`src/rtl/tap_recorder_pkg.sv`:
```
// Shared tape definitions: pulse-width defaults in ce ticks, TAP framing, recorder states.
// Pure declarations; no latency or flow-control implications.
// Address width matches the playback side so both paths see one 18-bit tape RAM.
package tap_recorder_pkg;

    localparam int ADDR_W      = 18;
    localparam int CNT_W       = 20;
    localparam int TAP_HDR_LEN = 2;

    localparam int TAPE_PILOT_MIN  = 256;
    localparam int TAPE_T_PILOT_LO = 1700;
    localparam int TAPE_T_PILOT_HI = 2700;
    localparam int TAPE_T_SYNC_HI  = 1000;
    localparam int TAPE_T_BIT      = 2565;
    localparam int TAPE_T_TIMEOUT  = 350000;
    localparam int TAPE_PTR_MAX    = (1 << ADDR_W) - 1;

    typedef enum logic [2:0] {
        ST_IDLE,
        ST_PILOT,
        ST_SYNC,
        ST_DATA,
        ST_LENLO,
        ST_LENHI
    } tap_state_t;

endpackage

```
`src/rtl/tape_pulse_meter.sv`:
```
// Synchronises mic, detects level changes and measures each half-pulse in ce ticks.
// Latency: edge_vld/width appear 3 clocks after mic changes; timeout is a 1-clock pulse.
// No backpressure: every edge is reported exactly once.
module tape_pulse_meter import tap_recorder_pkg::*; #(
    parameter int T_TIMEOUT = TAPE_T_TIMEOUT
) (
    input  logic             clock,
    input  logic             reset_n,
    input  logic             ce,
    input  logic             mic,
    output logic             edge_vld,
    output logic [CNT_W-1:0] width,
    output logic             timeout
);

    localparam logic [CNT_W-1:0] TMO_LAST = CNT_W'(T_TIMEOUT - 1);

    logic [1:0]       sync_q;
    logic             level_q;
    logic [CNT_W-1:0] cnt;
    logic             level_edge;

    assign level_edge = sync_q[1] ^ level_q;

    always_ff @(posedge clock or negedge reset_n) begin
        if (!reset_n) begin
            sync_q   <= '0;
            level_q  <= 1'b0;
            cnt      <= '0;
            edge_vld <= 1'b0;
            width    <= '0;
            timeout  <= 1'b0;
        end else begin
            sync_q   <= {sync_q[0], mic};
            level_q  <= sync_q[1];
            edge_vld <= level_edge;
            timeout  <= 1'b0;
            // An edge wins over a simultaneous ce: the pre-increment count is the width.
            if (level_edge) begin
                width <= cnt;
                cnt   <= '0;
            end else if (ce && cnt != '1) begin
                cnt     <= cnt + CNT_W'(1);
                timeout <= (cnt == TMO_LAST);
            end
        end
    end

endmodule

```
`src/rtl/tap_recorder.sv`:
```
// Decodes ROM-standard save pulses from mic and writes a TAP image (LE length + data) to tape RAM.
// Latency: data byte written 1 clock after its last edge; length pair follows block end on 2 clocks.
// No backpressure: RAM accepts one write per clock; we is a single-clock strobe.
module tap_recorder import tap_recorder_pkg::*; #(
    parameter int PILOT_MIN  = TAPE_PILOT_MIN,
    parameter int T_PILOT_LO = TAPE_T_PILOT_LO,
    parameter int T_PILOT_HI = TAPE_T_PILOT_HI,
    parameter int T_SYNC_HI  = TAPE_T_SYNC_HI,
    parameter int T_BIT      = TAPE_T_BIT,
    parameter int T_TIMEOUT  = TAPE_T_TIMEOUT,
    parameter int PTR_MAX    = TAPE_PTR_MAX
) (
    input  logic        clock,
    input  logic        reset_n,
    input  logic        ce,
    input  logic        mic,
    input  logic        rec,
    input  logic        stop,
    output logic [17:0] a,
    output logic [7:0]  q,
    output logic        we,
    output logic        busy,
    output logic [17:0] size,
    output logic [7:0]  blocks,
    output logic        overflow
);

    localparam logic [15:0]       PMIN   = 16'(PILOT_MIN);
    localparam logic [CNT_W-1:0]  W_PLO  = CNT_W'(T_PILOT_LO);
    localparam logic [CNT_W-1:0]  W_PHI  = CNT_W'(T_PILOT_HI);
    localparam logic [CNT_W-1:0]  W_SYNC = CNT_W'(T_SYNC_HI);
    localparam logic [CNT_W-1:0]  W_END  = CNT_W'(2 * T_PILOT_HI);
    localparam logic [CNT_W:0]    W_BIT  = (CNT_W + 1)'(T_BIT);
    localparam logic [ADDR_W-1:0] A_MAX  = ADDR_W'(PTR_MAX);
    localparam logic [ADDR_W:0]   A_LIM  = (ADDR_W + 1)'(PTR_MAX);
    localparam logic [ADDR_W-1:0] HDR    = ADDR_W'(TAP_HDR_LEN);

    logic             edge_vld, timeout;
    logic [CNT_W-1:0] width;

    tape_pulse_meter #(.T_TIMEOUT(T_TIMEOUT)) u_meter (
        .clock    (clock),
        .reset_n  (reset_n),
        .ce       (ce),
        .mic      (mic),
        .edge_vld (edge_vld),
        .width    (width),
        .timeout  (timeout)
    );

    tap_state_t        state;
    logic [ADDR_W-1:0] base, ptr;
    logic [15:0]       pilot_cnt;
    logic [2:0]        bit_cnt;
    logic              half, stop_pend, held_vld;
    logic [CNT_W-1:0]  first_w, held_w;
    logic [6:0]        shreg;

    logic             ev, bit_val, data_end;
    logic [CNT_W-1:0] ew;
    logic [7:0]       byte_val;
    logic [15:0]      blen;

    assign ev       = edge_vld | held_vld;
    assign ew       = held_vld ? held_w : width;
    assign bit_val  = ({1'b0, first_w} + {1'b0, ew}) >= W_BIT;
    assign byte_val = {shreg, bit_val};
    assign blen     = 16'(ptr - base - HDR);
    assign data_end = stop || timeout || (ev && ew >= W_END);

    always_ff @(posedge clock or negedge reset_n) begin
        if (!reset_n) begin
            state     <= ST_IDLE;
            a         <= '0;
            q         <= '0;
            we        <= 1'b0;
            busy      <= 1'b0;
            size      <= '0;
            blocks    <= '0;
            overflow  <= 1'b0;
            base      <= '0;
            ptr       <= '0;
            pilot_cnt <= '0;
            bit_cnt   <= '0;
            half      <= 1'b0;
            stop_pend <= 1'b0;
            held_vld  <= 1'b0;
            first_w   <= '0;
            held_w    <= '0;
            shreg     <= '0;
        end else begin
            we <= 1'b0;
            // Edges landing while the length pair is written are replayed in PILOT.
            if (state == ST_LENLO || state == ST_LENHI) begin
                if (edge_vld) begin
                    held_vld <= 1'b1;
                    held_w   <= width;
                end
            end else begin
                held_vld <= 1'b0;
            end

            if (rec) begin
                base      <= '0;
                size      <= '0;
                blocks    <= '0;
                overflow  <= 1'b0;
                busy      <= 1'b1;
                pilot_cnt <= '0;
                stop_pend <= 1'b0;
                held_vld  <= 1'b0;
                state     <= ST_PILOT;
            end else begin
                case (state)
                    ST_IDLE: ;
                    ST_PILOT: begin
                        if (stop) begin
                            busy  <= 1'b0;
                            state <= ST_IDLE;
                        end else if (timeout) begin
                            pilot_cnt <= '0;
                        end else if (ev) begin
                            if (pilot_cnt >= PMIN && ew < W_SYNC)
                                state <= ST_SYNC;
                            else if (ew >= W_PLO && ew <= W_PHI) begin
                                if (pilot_cnt != '1)
                                    pilot_cnt <= pilot_cnt + 16'd1;
                            end else
                                pilot_cnt <= '0;
                        end
                    end
                    ST_SYNC: begin
                        if (stop) begin
                            busy  <= 1'b0;
                            state <= ST_IDLE;
                        end else if (timeout) begin
                            pilot_cnt <= '0;
                            state     <= ST_PILOT;
                        end else if (ev) begin
                            pilot_cnt <= '0;
                            // No room for even one data byte after the length header.
                            if (({1'b0, base} + (ADDR_W + 1)'(TAP_HDR_LEN)) > A_LIM) begin
                                overflow <= 1'b1;
                                busy     <= 1'b0;
                                state    <= ST_IDLE;
                            end else begin
                                ptr     <= base + HDR;
                                bit_cnt <= '0;
                                half    <= 1'b0;
                                state   <= ST_DATA;
                            end
                        end
                    end
                    ST_DATA: begin
                        if (data_end) begin
                            stop_pend <= stop;
                            if (ptr == base + HDR) begin
                                pilot_cnt <= '0;
                                busy      <= !stop;
                                state     <= stop ? ST_IDLE : ST_PILOT;
                            end else
                                state <= ST_LENLO;
                        end else if (ev) begin
                            if (!half) begin
                                first_w <= ew;
                                half    <= 1'b1;
                            end else begin
                                half    <= 1'b0;
                                shreg   <= byte_val[6:0];
                                bit_cnt <= bit_cnt + 3'd1;
                                if (bit_cnt == 3'd7) begin
                                    we <= 1'b1;
                                    a  <= ptr;
                                    q  <= byte_val;
                                    if (ptr == A_MAX) begin
                                        overflow <= 1'b1;
                                        busy     <= 1'b0;
                                        state    <= ST_IDLE;
                                    end else
                                        ptr <= ptr + ADDR_W'(1);
                                end
                            end
                        end
                    end
                    ST_LENLO: begin
                        if (stop)
                            stop_pend <= 1'b1;
                        we    <= 1'b1;
                        a     <= base;
                        q     <= blen[7:0];
                        state <= ST_LENHI;
                    end
                    ST_LENHI: begin
                        we        <= 1'b1;
                        a         <= base + ADDR_W'(1);
                        q         <= blen[15:8];
                        base      <= ptr;
                        size      <= ptr;
                        pilot_cnt <= '0;
                        if (blocks != 8'hFF)
                            blocks <= blocks + 8'd1;
                        if (stop || stop_pend) begin
                            stop_pend <= 1'b0;
                            busy      <= 1'b0;
                            state     <= ST_IDLE;
                        end else
                            state <= ST_PILOT;
                    end
                    default: state <= ST_IDLE;
                endcase
            end
        end
    end

endmodule

```
`config.mk`:
```
export PLATFORM = sky130hd
export DESIGN_NAME = tap_recorder
export DESIGN_NICKNAME = d
export VERILOG_FILES = /design/src/rtl/tap_recorder_pkg.sv /design/src/rtl/tape_pulse_meter.sv /design/src/rtl/tap_recorder.sv
export SDC_FILE = /design/constraint.sdc
export NUM_CORES = 1
export LEC_CHECK = 0
export CAP_MARGIN = 25
export CELL_PAD_IN_SITES_DETAIL_PLACEMENT = 1
export CELL_PAD_IN_SITES_GLOBAL_PLACEMENT = 1
export CORE_ASPECT_RATIO = 1.75
export CORE_MARGIN = 1
export CORE_UTILIZATION = 45
export DETAILED_ROUTE_END_ITERATION = 6
export PLACE_DENSITY = 0.76
export SYNTH_ARGS = -nofsm -noshare
export SYNTH_HDL_FRONTEND = slang
export SYNTH_HIERARCHICAL = 1
export SYNTH_SLANG_ARGS = --single-unit
```
`constraint.sdc`:
```
create_clock -name clock -period 7.7 [get_ports clock]
set_input_delay 1.155 -clock clock [delete_from_list [all_inputs] [get_ports clock]]
set_output_delay 1.155 -clock clock [all_outputs]
set_load 0.1 [all_outputs]
```
==> flow_summary.ini <==
; synthesis and place-and-route metrics
[run_status]
run_status = completed

[cells_and_area]
final_layout_size_suffix_gt1_frac = 0.0863
layout_top_cell_excl_fill_tap = dfrtp_1
diodes = 0
areaGrowthSynthToFinish_pct = 11.5

[placement]
gpl.final_weighted_congestion = 0.921
post_dp_area_sq_mm = 0.0139
hpwlAfterDp_microns = 31500

[cts]
postCtsResizedCells = 0
cts.root.buffer_cell = clkbuf_16
max-clock-path-buffers = 2
holdBufCountCts = 0
postCtsSetupBuffers = 0
cts.sink_count = 190
cts_buf_count = 17
worstSkewPairLatency_ns = 0.47
cts_max_level = 4
cts.clk_slew.worst_paths_ns = 0.08

[synth]
ys_top_cells_by_area = dfrtp_1 (36%), ha_1 (5.9%), nand2_1 (5.3%), a21oi_1 (4.4%), nor2_1 (3.6%)
syn-mean-instance-area_sq_um = 8.54
number_of_synthesized_flops_with_an_enable_pin = 0
syn_inst = 1528
post_synthesis_sequential_area_ratio = 0.364
syn_area_sq_mm = 0.0131
post_synth_num_cell_types = 93
top_area_cell = dfrtp_1
dominantRegCellSynth = dfrtp_1
yosys-stat-area_sq_mm = 0.0131
top_area_frac = 0.364
fp_nets = 1598

[detailed_routing]
route.vias.total = 11900
dr.first_iter.drc_count = 546
drt_pre_antenna_iters = 4
routed_wirelength_microns = 43100
drc = 0
drt-wirelength-per-cell_microns = 22.4

[final_timing]
rsz0062_at_grt = no
finalCriticalPeriod_ns = 4.24
slew-limit-headroom = 0.334
achievable-frequency_mhz = 236
pins_over_their_slew_limit = 0
finalSetupTns_ns = 0
hold_viol_final = 0
clock_skew_ns = 0.0152

[global_routing]
antenna_found_initial = 3
grt_use_total = 0.306
grt_pass1_vias = 12800
grt_max_degree = 123
overflow_left_after_global_routing = 0

[critical_path]
timing_worst_setup_path_type = register to register
path_max_fanout = 16
worst_path_largest_cell_delay_ns = 0.71
worstReg2RegStart = base[1]$_DFFE_PN0P_
worstSetupStartpointType = register
reg_to_reg_slack_setup_ns = 3.46
cpMostUsedCell = a22o_1
worst_path_max_delay_cell = nand4_1
crit_path_buf_inv_count = 1
crit-reg2reg-capture = pilot_cnt[3]$_DFFE_PN0P_
path_delay_family = simple AND/OR/NAND/NOR gates
worstSetupEndpointType = register

[pwr]
switching_share = 0.448
power.share.sequential = 0.344
power.internal_uw = 2100
total_leakage_power_uw = 0.00643
irDropWorstVdd_mv = 0.174
relative_contribution_of_combinational_cells_to_total_power = 0.417
power_density_mw_per_mm2 = 261
p_switching_uw = 1700
power.clock.fraction = 0.239

[floorplan]
io_pins = 61
core_area_sq_mm = 0.0286
die-area_sq_mm = 0.0297
initial_utilization = 0.456

[job]
maxCapViolations = 0

[min_path]
worstHoldStart = u_meter/sync_q[0]$_DFF_PN0_
hold_path_end = u_meter/sync_q[1]$_DFF_PN0_
worstHoldPathType = register to register
cell type report:
type | count | area (sq um)
Fill cell | 3388 | 14100
Multi-Input combinational cell | 1148 | 7520
Sequential cell | 190 | 4750
Timing Repair Buffer | 82 | 850
Tap cell | 378 | 473
Clock buffer | 19 | 453
Inverter | 101 | 379
Clock inverter | 12 | 129
synth_stat cells, drive strengths merged, types with 27 or more instances:
cell type and instances:
ha 62, dfrtp 190, nand2 185, nand3 48, and3 27, xor2 29
buf 30, o21ai 86, a21oi 114, inv 98, mux2 38, nor2 126
clkbuf 59, nand4 33, xnor2 45, nor3 40
layer usage:
metal,part of all wire,GRT usage
met3,0.042,0.0729
met1,0.35,0.291
met4,0.078,0.228
met2,0.53,0.558
met5,0.00088,0
worst max path at each step:
stage	from	endpoint	depth (start not counted)
after global placement	stop	a[12]$_DFFE_PN0P_	7
after detailed placement	stop	q[1]$_DFFE_PN0P_	7
after CTS	held_vld$_DFFE_PN0P_	q[1]$_DFFE_PN0P_	9
after global routing	base[1]$_DFFE_PN0P_	pilot_cnt[0]$_DFFE_PN0P_	10
final	base[1]$_DFFE_PN0P_	pilot_cnt[3]$_DFFE_PN0P_	10
after floorplan	base[2]$_DFFE_PN0P_	pilot_cnt[4]$_DFFE_PN0P_	11
sequential cells by signal, summed over array words and instances, names as in the netlist, 3 cells and up:
register,cells
blocks,8
held_w,20
shreg,7
u_meter/width,20
base,18
ptr,18
bit_cnt,3
first_w,20
a,18
pilot_cnt,16
u_meter/cnt,20
state,3
q,8
stage by stage:
stage / hold WS, ns / util / setup slack (ns) / std cells / total power [uW]
after floorplan: 0.331 / - / 4.14 / 1528 / 2420
after global routing: 0.358 / 0.509 / 3.11 / 1930 / 3970
after CTS: 0.354 / 0.505 / 3.56 / 1926 / 3760
after global placement: 0.338 / 0.484 / 3.46 / 1893 / 2810
after detailed placement: 0.337 / 0.485 / 3.35 / 1895 / 2850
final: 0.351 / 0.509 / 3.46 / 1930 / 3800
cell families (layout without fill, tap and decap cells):
kind of cell	Yosys count	count (layout)	share of synthesized area
simple gates	563	563	0.213
buf+inv	190	214	0.0615
mux	64	64	0.0536
fa+ha+maj	64	64	0.0625
flops	190	190	0.364
xor+xnor	77	77	0.0548
compound gates	380	380	0.190
power groups by stage:
stage                     logic (uW)  clock network (uW)  registers, uW
after floorplan                  779                   0           1640
after global placement          1490                   0           1320
after detailed placement        1530                   0           1320
after CTS                       1530                 921           1300
after global routing            1690                 956           1320
final                           1580                 908           1300
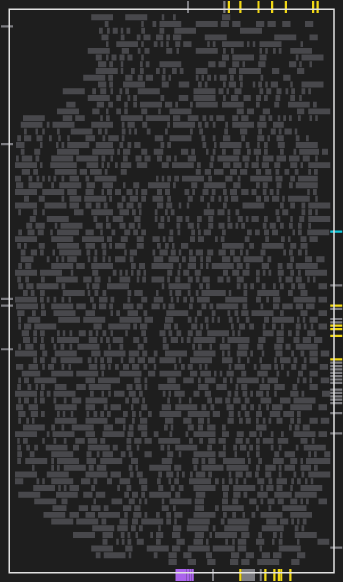
(images/pinout.png)
Pins as bars across the die edge, other pins in gray.
color	port	pins	direction	edge
yellow	`a`	18	output	7 north, 6 south, 5 east
cyan	`overflow`	1	output	east
purple	`blocks`	8	output	south
all pins by edge	25 east, 22 south, 9 north, 5 west
Vert. Die Dim: 227 microns
Die Width: 131 microns
# port buffers: 60

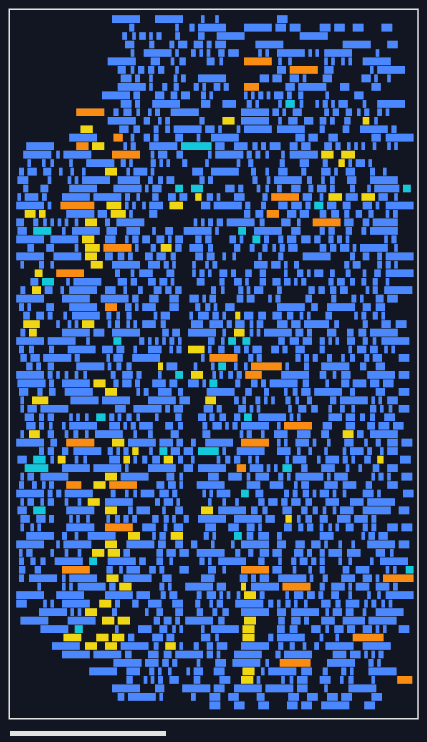
(images/sizing.png)
The bar under the picture is 50 microns long.
color	size	cells	most used
orange	x6 and larger	31	clkbuf_16
yellow	x2	74	mux2_2
blue	x1 and smaller	1418	dfrtp_1
cyan	x3 and x4	29	buf_4
Signal buffers: 82
area of all placed cells without fillers: 0.0146 sq mm

Power figures rest on the tool's default switching activity, not on a simulated workload.
